**src/rtl/grabbable_object_ctrl.sv**
```systemverilog
// Grabbable object slot: holds one sprite, attaches it to the hook on contact,
// follows the hook tip once per frame and emits a score when the hook is reeled in.
module grabbable_object_ctrl #(
  parameter int OBJECT_WIDTH  = 32,
  parameter int OBJECT_HEIGHT = 32,
  parameter int SCREEN_H      = 480
) (
  input  logic        clk,
  input  logic        resetN,
  input  logic        startOfFrame,
  input  logic        loadValid,
  input  logic [10:0] loadX,
  input  logic [10:0] loadY,
  input  logic [3:0]  loadType,
  input  logic        collision,
  input  logic [10:0] hookTipX,
  input  logic [10:0] hookTipY,
  input  logic        hookRetracted,
  output logic [10:0] topLeftX,
  output logic [10:0] topLeftY,
  output logic [3:0]  objectType,
  output logic        loadReady,
  output logic        attached,
  output logic        scoreValid,
  output logic [9:0]  scoreValue,
  output logic [2:0]  hookWeight
);

  localparam logic [10:0] HALF_W = 11'(OBJECT_WIDTH / 2);
  localparam logic [10:0] Y_MAX  = 11'(SCREEN_H - OBJECT_HEIGHT);

  typedef enum logic [1:0] {EMPTY, RESTING, ATTACHED, COLLECT} state_t;

  state_t      state, state_nxt;
  logic        hit_latch, hit_nxt;
  logic [10:0] pos_x_nxt, pos_y_nxt;
  logic [3:0]  type_nxt;

  function automatic logic [10:0] sat_x(input logic [10:0] tip);
    return (tip < HALF_W) ? 11'd0 : tip - HALF_W;
  endfunction

  function automatic logic [10:0] sat_y(input logic [10:0] tip);
    return (tip > Y_MAX) ? Y_MAX : tip;
  endfunction

  function automatic logic [9:0] score_of(input logic [3:0] kind);
    case (kind)
      4'd1:    return 10'd50;
      4'd2:    return 10'd100;
      4'd3:    return 10'd500;
      4'd4:    return 10'd20;
      default: return 10'd0;
    endcase
  endfunction

  function automatic logic [2:0] weight_of(input logic [3:0] kind);
    case (kind)
      4'd1:    return 3'd2;
      4'd2:    return 3'd3;
      4'd3:    return 3'd4;
      4'd4:    return 3'd6;
      default: return 3'd0;
    endcase
  endfunction

  always_comb begin
    state_nxt = state;
    hit_nxt   = hit_latch;
    pos_x_nxt = topLeftX;
    pos_y_nxt = topLeftY;
    type_nxt  = objectType;
    case (state)
      EMPTY: begin
        hit_nxt = 1'b0;
        if (loadValid && loadType >= 4'd1 && loadType <= 4'd4) begin
          state_nxt = RESTING;
          pos_x_nxt = loadX;
          pos_y_nxt = loadY;
          type_nxt  = loadType;
        end
      end
      RESTING: begin
        // A hit anywhere in the frame is only acted on at the frame boundary.
        if (startOfFrame) begin
          hit_nxt = 1'b0;
          if (hit_latch || collision) state_nxt = ATTACHED;
        end else if (collision) begin
          hit_nxt = 1'b1;
        end
      end
      ATTACHED: begin
        hit_nxt = 1'b0;
        if (startOfFrame) begin
          if (hookRetracted) begin
            state_nxt = COLLECT;
          end else begin
            pos_x_nxt = sat_x(hookTipX);
            pos_y_nxt = sat_y(hookTipY);
          end
        end
      end
      COLLECT: begin
        state_nxt = EMPTY;
        hit_nxt   = 1'b0;
        pos_x_nxt = 11'd0;
        pos_y_nxt = 11'd0;
        type_nxt  = 4'd0;
      end
      default: begin
        state_nxt = EMPTY;
        hit_nxt   = 1'b0;
        pos_x_nxt = 11'd0;
        pos_y_nxt = 11'd0;
        type_nxt  = 4'd0;
      end
    endcase
  end

  // Status outputs are decoded from the next state so every port is a flop.
  always_ff @(posedge clk) begin
    if (!resetN) begin
      state      <= EMPTY;
      hit_latch  <= 1'b0;
      topLeftX   <= 11'd0;
      topLeftY   <= 11'd0;
      objectType <= 4'd0;
      loadReady  <= 1'b1;
      attached   <= 1'b0;
      scoreValid <= 1'b0;
      scoreValue <= 10'd0;
      hookWeight <= 3'd0;
    end else begin
      state      <= state_nxt;
      hit_latch  <= hit_nxt;
      topLeftX   <= pos_x_nxt;
      topLeftY   <= pos_y_nxt;
      objectType <= type_nxt;
      loadReady  <= (state_nxt == EMPTY);
      attached   <= (state_nxt == ATTACHED);
      scoreValid <= (state_nxt == COLLECT);
      scoreValue <= (state_nxt == COLLECT) ? score_of(type_nxt) : 10'd0;
      hookWeight <= (state_nxt == ATTACHED) ? weight_of(type_nxt) : 3'd0;
    end
  end

endmodule

```
**config.mk**
```make
export PLATFORM = sky130hd
export DESIGN_NAME = grabbable_object_ctrl
export DESIGN_NICKNAME = d
export VERILOG_FILES = /design/src/rtl/grabbable_object_ctrl.sv
export SDC_FILE = /design/constraint.sdc
export NUM_CORES = 1
export LEC_CHECK = 0
export ABC_AREA = 1
export CAP_MARGIN = 15
export CORE_ASPECT_RATIO = 0.8
export CORE_MARGIN = 1
export CORE_UTILIZATION = 40
export CTS_CLUSTER_SIZE = 20
export DETAILED_ROUTE_END_ITERATION = 8
export PLACE_DENSITY = 0.78
export RECOVER_POWER = 25
export SYNTH_ARGS = -nofsm -noshare
export SYNTH_HDL_FRONTEND = slang
export SYNTH_SLANG_ARGS = --single-unit
```
**constraint.sdc**
```tcl
create_clock -name clk -period 2.1 [get_ports clk]
set_clock_uncertainty 0.2 [all_clocks]
set_input_delay 0.315 -clock clk [delete_from_list [all_inputs] [get_ports clk]]
set_output_delay 0.315 -clock clk [all_outputs]
set_load 0.005 [all_outputs]
```
==> out/results.txt <==
Status = complete, no violations
Dpl hpwl = 4420 um
Cell row count = 23
Hold Path Depth = 2
Synth Warn # = 0
Max Transition Viols Final = 0
# hold bufs at CTS = 0
First-pass GRT wire length = 9180 um
Synth cell types = 40
Final hold viol count = 0
Die width = 83.2 um
Final period util = 91.2%
Total Routing Usage GR = 21.2%
Yosys top cell by area = dfxtp_1
Req. time, crit path = 2.08 ns
Crit start category = flop
Sw power = 0.694 mW
Avg Cell Area, Syn = 8.14 um^2
Met3 WL post-DR = 426 um
Ant. Diodes = 0
Worst min path class = reg -> reg
H-tree depth = 2
Worst Path Arrival = 1.90 ns
Cell Int Power = 1.50 mW
Synth Seq Share = 38.9%
Number of iterations in the first detailed-routing pass = 4
Post-CTS sizing = 0
Tmin final = 1.91 ns
Die footprint = 5570 um^2
Cell repeated most along the worst path = a21oi_1
Vias per cell = 4.99
Met2 wire length = 2450 um
Category of the most critical setup path = reg -> reg
Mapped Cells = 259
Synth top area share = 38.9%
Core Util, Final = 63.8%
Max frequency = 522 MHz
Number of CTS-inserted buffers = 5
Largest net degree at the start of global routing = 28
Core Region = 5040 um^2
Critical path's largest stage delay = 0.37 ns
Clk buf depth = 2
Yosys Instances = 259
Ys flops = 41
Top cells, area = dfxtp_1 39%, a21oi_1 8.3%, nand2_1 5.0%, o21ai_1 4.0%, ha_1 3.6%
Post-synthesis instance area = 2110 um^2
Gate Area = 1100 um^2
Floorplan utilization = 41.9%
Total grt overflow = 0
Post CTS Setup Buffer Count = 0
Crit Path Max Fanout = 10
Max IR drop VDD = 0.331 mV
Remaining antenna violation count = 0
Logic pwr share = 35.2%
Slowest cell on crit path = dfxtp_1
Setup tns final = 0 ns
DR iter-0 viols = 74
GPL Wtd Cong = 0.804
DRC viols = 0
Number of global-route vias before repair = 1969
Warning total across the stage logs = 30
Met1 Wirelength = 2590 um
RSZ-0062 raised after global routing = false
Cell Chain, Critical Path = inv_1 -> ha_1 -> a211oi_2 -> nand2_4 -> buf_4 -> a21oi_1 -> a21oi_1
Ratio of cells with drive above 1 in the final layout = 16.6%
Die H = 67.0 um
Fill cells = 431
Clock power frac = 22.6%
Ports = 96
Clock Tree Root = clkbuf_8
Initial antenna violation count = 0
Power per cell area = 684 nW/um^2
Worst-path clk slew = 0.08 ns
Power share of the sequential group = 42.2%
Worst-case reg-to-reg path depth = 7
Switching part of the total = 31.6%
Chip Area, Yosys = 2110 um^2
Leak pwr = 1.37 nW
CP endpoint kind = flop
Clock net sink count = 41
Top Metal Used = met4
Storage cell area = 821 um^2
Number of port buffers = 92
CTS tree = built
Nets = 420
Clock Latency Late Sink = 0.29 ns
# setup viols final = 0
Max-Cap Viols = 0
[placed cells by master (no fill, tap or decap), drive strengths merged, types with 2 or more instances in the layout]
cell type and instances:
clkdlybuf4s50 73, nand2 42, dfxtp 41, a21oi 38, o21ai 29, inv 26, nor2 24, dlygate4sd3 19
nand3 18, buf 12, ha 6, clkbuf 6, a22oi 4, xor2 3, conb 3, o21bai 3
nor3 3, xnor2 2, clkinv 2, a211oi 2
[power groups by stage]
| stage | Combinational (mW) | Clock [mW] | Sequential, mW |
|---|---|---|---|
| global route | 0.846 | 0.545 | 0.940 |
| CTS | 0.790 | 0.508 | 0.928 |
| detailed placement | 0.786 | 0 | 0.945 |
| floorplan | 0.410 | 0 | 0.954 |
| global placement | 0.768 | 0 | 0.944 |
| finish | 0.774 | 0.495 | 0.928 |
[cell type report]
class | instances | share of cell area [%]
Sequential cell | 41 | 25.5
Clock inverter | 2 | 0.312
Timing Repair Buffer | 104 | 31.9
Tap cell | 62 | 2.41
Clock buffer | 6 | 2.26
Multi-Input combinational cell | 182 | 34.3
Inverter | 26 | 3.27
[path summary, 6_finish.rpt]
check	from	endpoint	slack [ns]
min reg2reg	topLeftY[9]	topLeftY[9]	0.31
max	state[1]	topLeftY[4]	0.19
min	topLeftY[9]	topLeftY[9]	0.31
max reg2reg	state[1]	topLeftY[4]	0.19
[metal layers]
metal / GRT usage (%) / vias to the layer above
met5: 0 / -
met4: 10.1 / 0
met3: 5.20 / 13
met2: 33.2 / 84
met1: 27.6 / 949
li1: - / 1066
[critical path, delay by kind of cell, from the launching register on]
kind / cells / cell delay (ns)
AOI/OAI and AO/OA: 3 / 0.49
DFF: 1 / 0.37
buffers and inverters: 2 / 0.34
adders and majority gates: 1 / 0.25
and+or+nand+nor: 1 / 0.16
[cell families after synthesis]
logic type      Yosys count  synth area share, %
compound gates           78                 22.0
other cells               1                0.178
xor+xnor                  5                 2.08
buf+inv                  38                 9.13
flops                    41                 38.9
fa+ha+maj                 6                 3.56
simple gates             90                 24.1
[cells in the mapped netlist, drive strengths merged]
library cell  instances
a2111oi               1
a211oi                2
a21oi                38
a22oi                 4
a31oi                 1
buf                   8
clkbuf                4
conb                  1
dfxtp                41
ha                    6
inv                  26
nand2                42
nand3                18
nand3b                1
nor2                 24
nor3                  3
nor4                  1
o21ai                29
o21bai                3
or2                   1
xnor2                 2
xor2                  3
[flip-flops by register name (all words and copies together) (netlist names)]
register and cells:
topLeftX 11, topLeftY 11, scoreValue 6, objectType 4, hookWeight 3, state 2, attached 1, hit_latch 1
loadReady 1, scoreValid 1
[per-stage QoR]
step / cells / cell area (um^2) / power [mW] / worst slack (ns) / hold WS [ns]
after CTS: 423 / 3210 / 2.23 / 0.170 / 0.307
after global routing: 423 / 3210 / 2.33 / 0.0174 / 0.327
final: 423 / 3210 / 2.20 / 0.185 / 0.308
after floorplan: 261 / 2120 / 1.36 / 0.203 / 0.206
after detailed placement: 415 / 3130 / 1.73 / -0.0534 / 0.288
after global placement: 415 / 3130 / 1.71 / 0.0379 / 0.284
**Port wiring**

The bar under the picture is 20 um long.
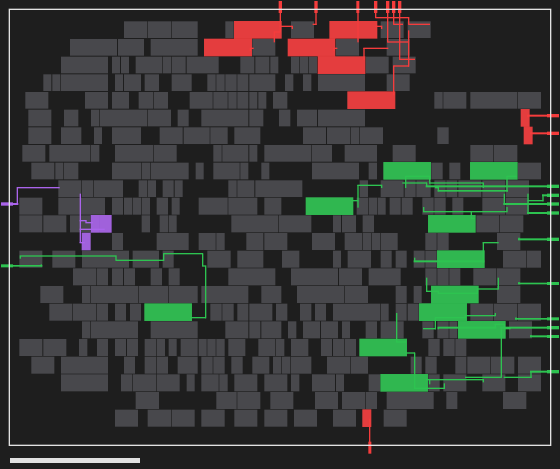
Key: green = `topLeftY` [bits 11, direction output, edge 10 east, 1 west, end cells 11, buffers 11, wire 273 um]; red = `scoreValue` [bits 10, direction output, edge 7 north, 2 east, 1 south, end cells 9, buffers 7, wire 75.7 um]; purple = `collision` [bits 1, direction input, edge west, end cells 3, buffers 1, wire 23.7 um]

**Cell sizes after repair**

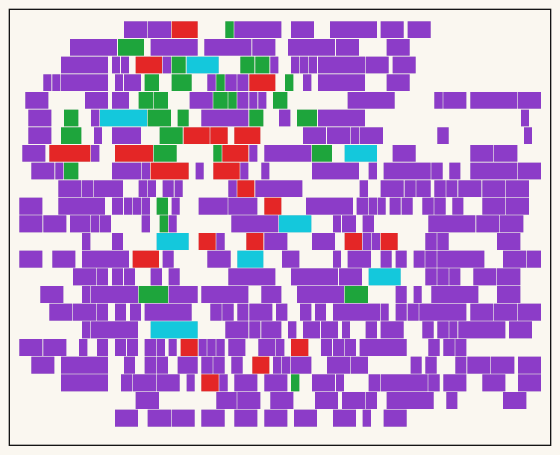
Key: red = drive 3 to 4 [cells 22, share 6.1%, most used buf_4]; cyan = drive 6 and up [cells 8, share 2.2%, most used clkbuf_8]; purple = drive 1 or less [cells 301, share 83%, most used clkdlybuf4s50_1]; green = drive 2 [cells 30, share 8.3%, most used nand2_2]
Repair and plain buffers: 104
area delta synth->final: 52.3%
Layout Cell Area excl Fill: 3210 um^2

**Routed metal, one color a layer**

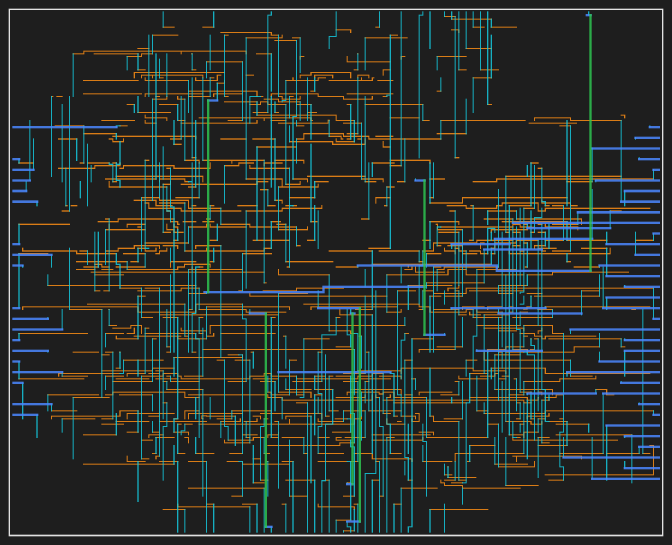
Key: green = met4 [wire length 153 um]; cyan = met2 [wire length 2450 um]; blue = met3 [wire length 426 um]; orange = met1 [wire length 2590 um]
via count: 2112
WL/cell: 13.3 um
wirelength, routed: 5610 um

**Placed cells, one color a class**

Fill, decap, tap and diode cells in gray.
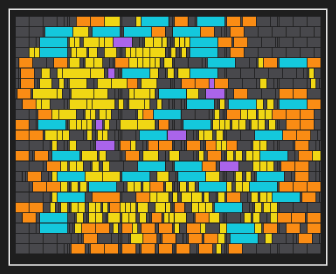
Key: purple = clock drivers and dummy loads [cells 8]; yellow = all other logic [cells 208]; orange = other buffers and delay cells [cells 104]; cyan = flops [cells 41]

Power is estimated from default activity; no workload was simulated.
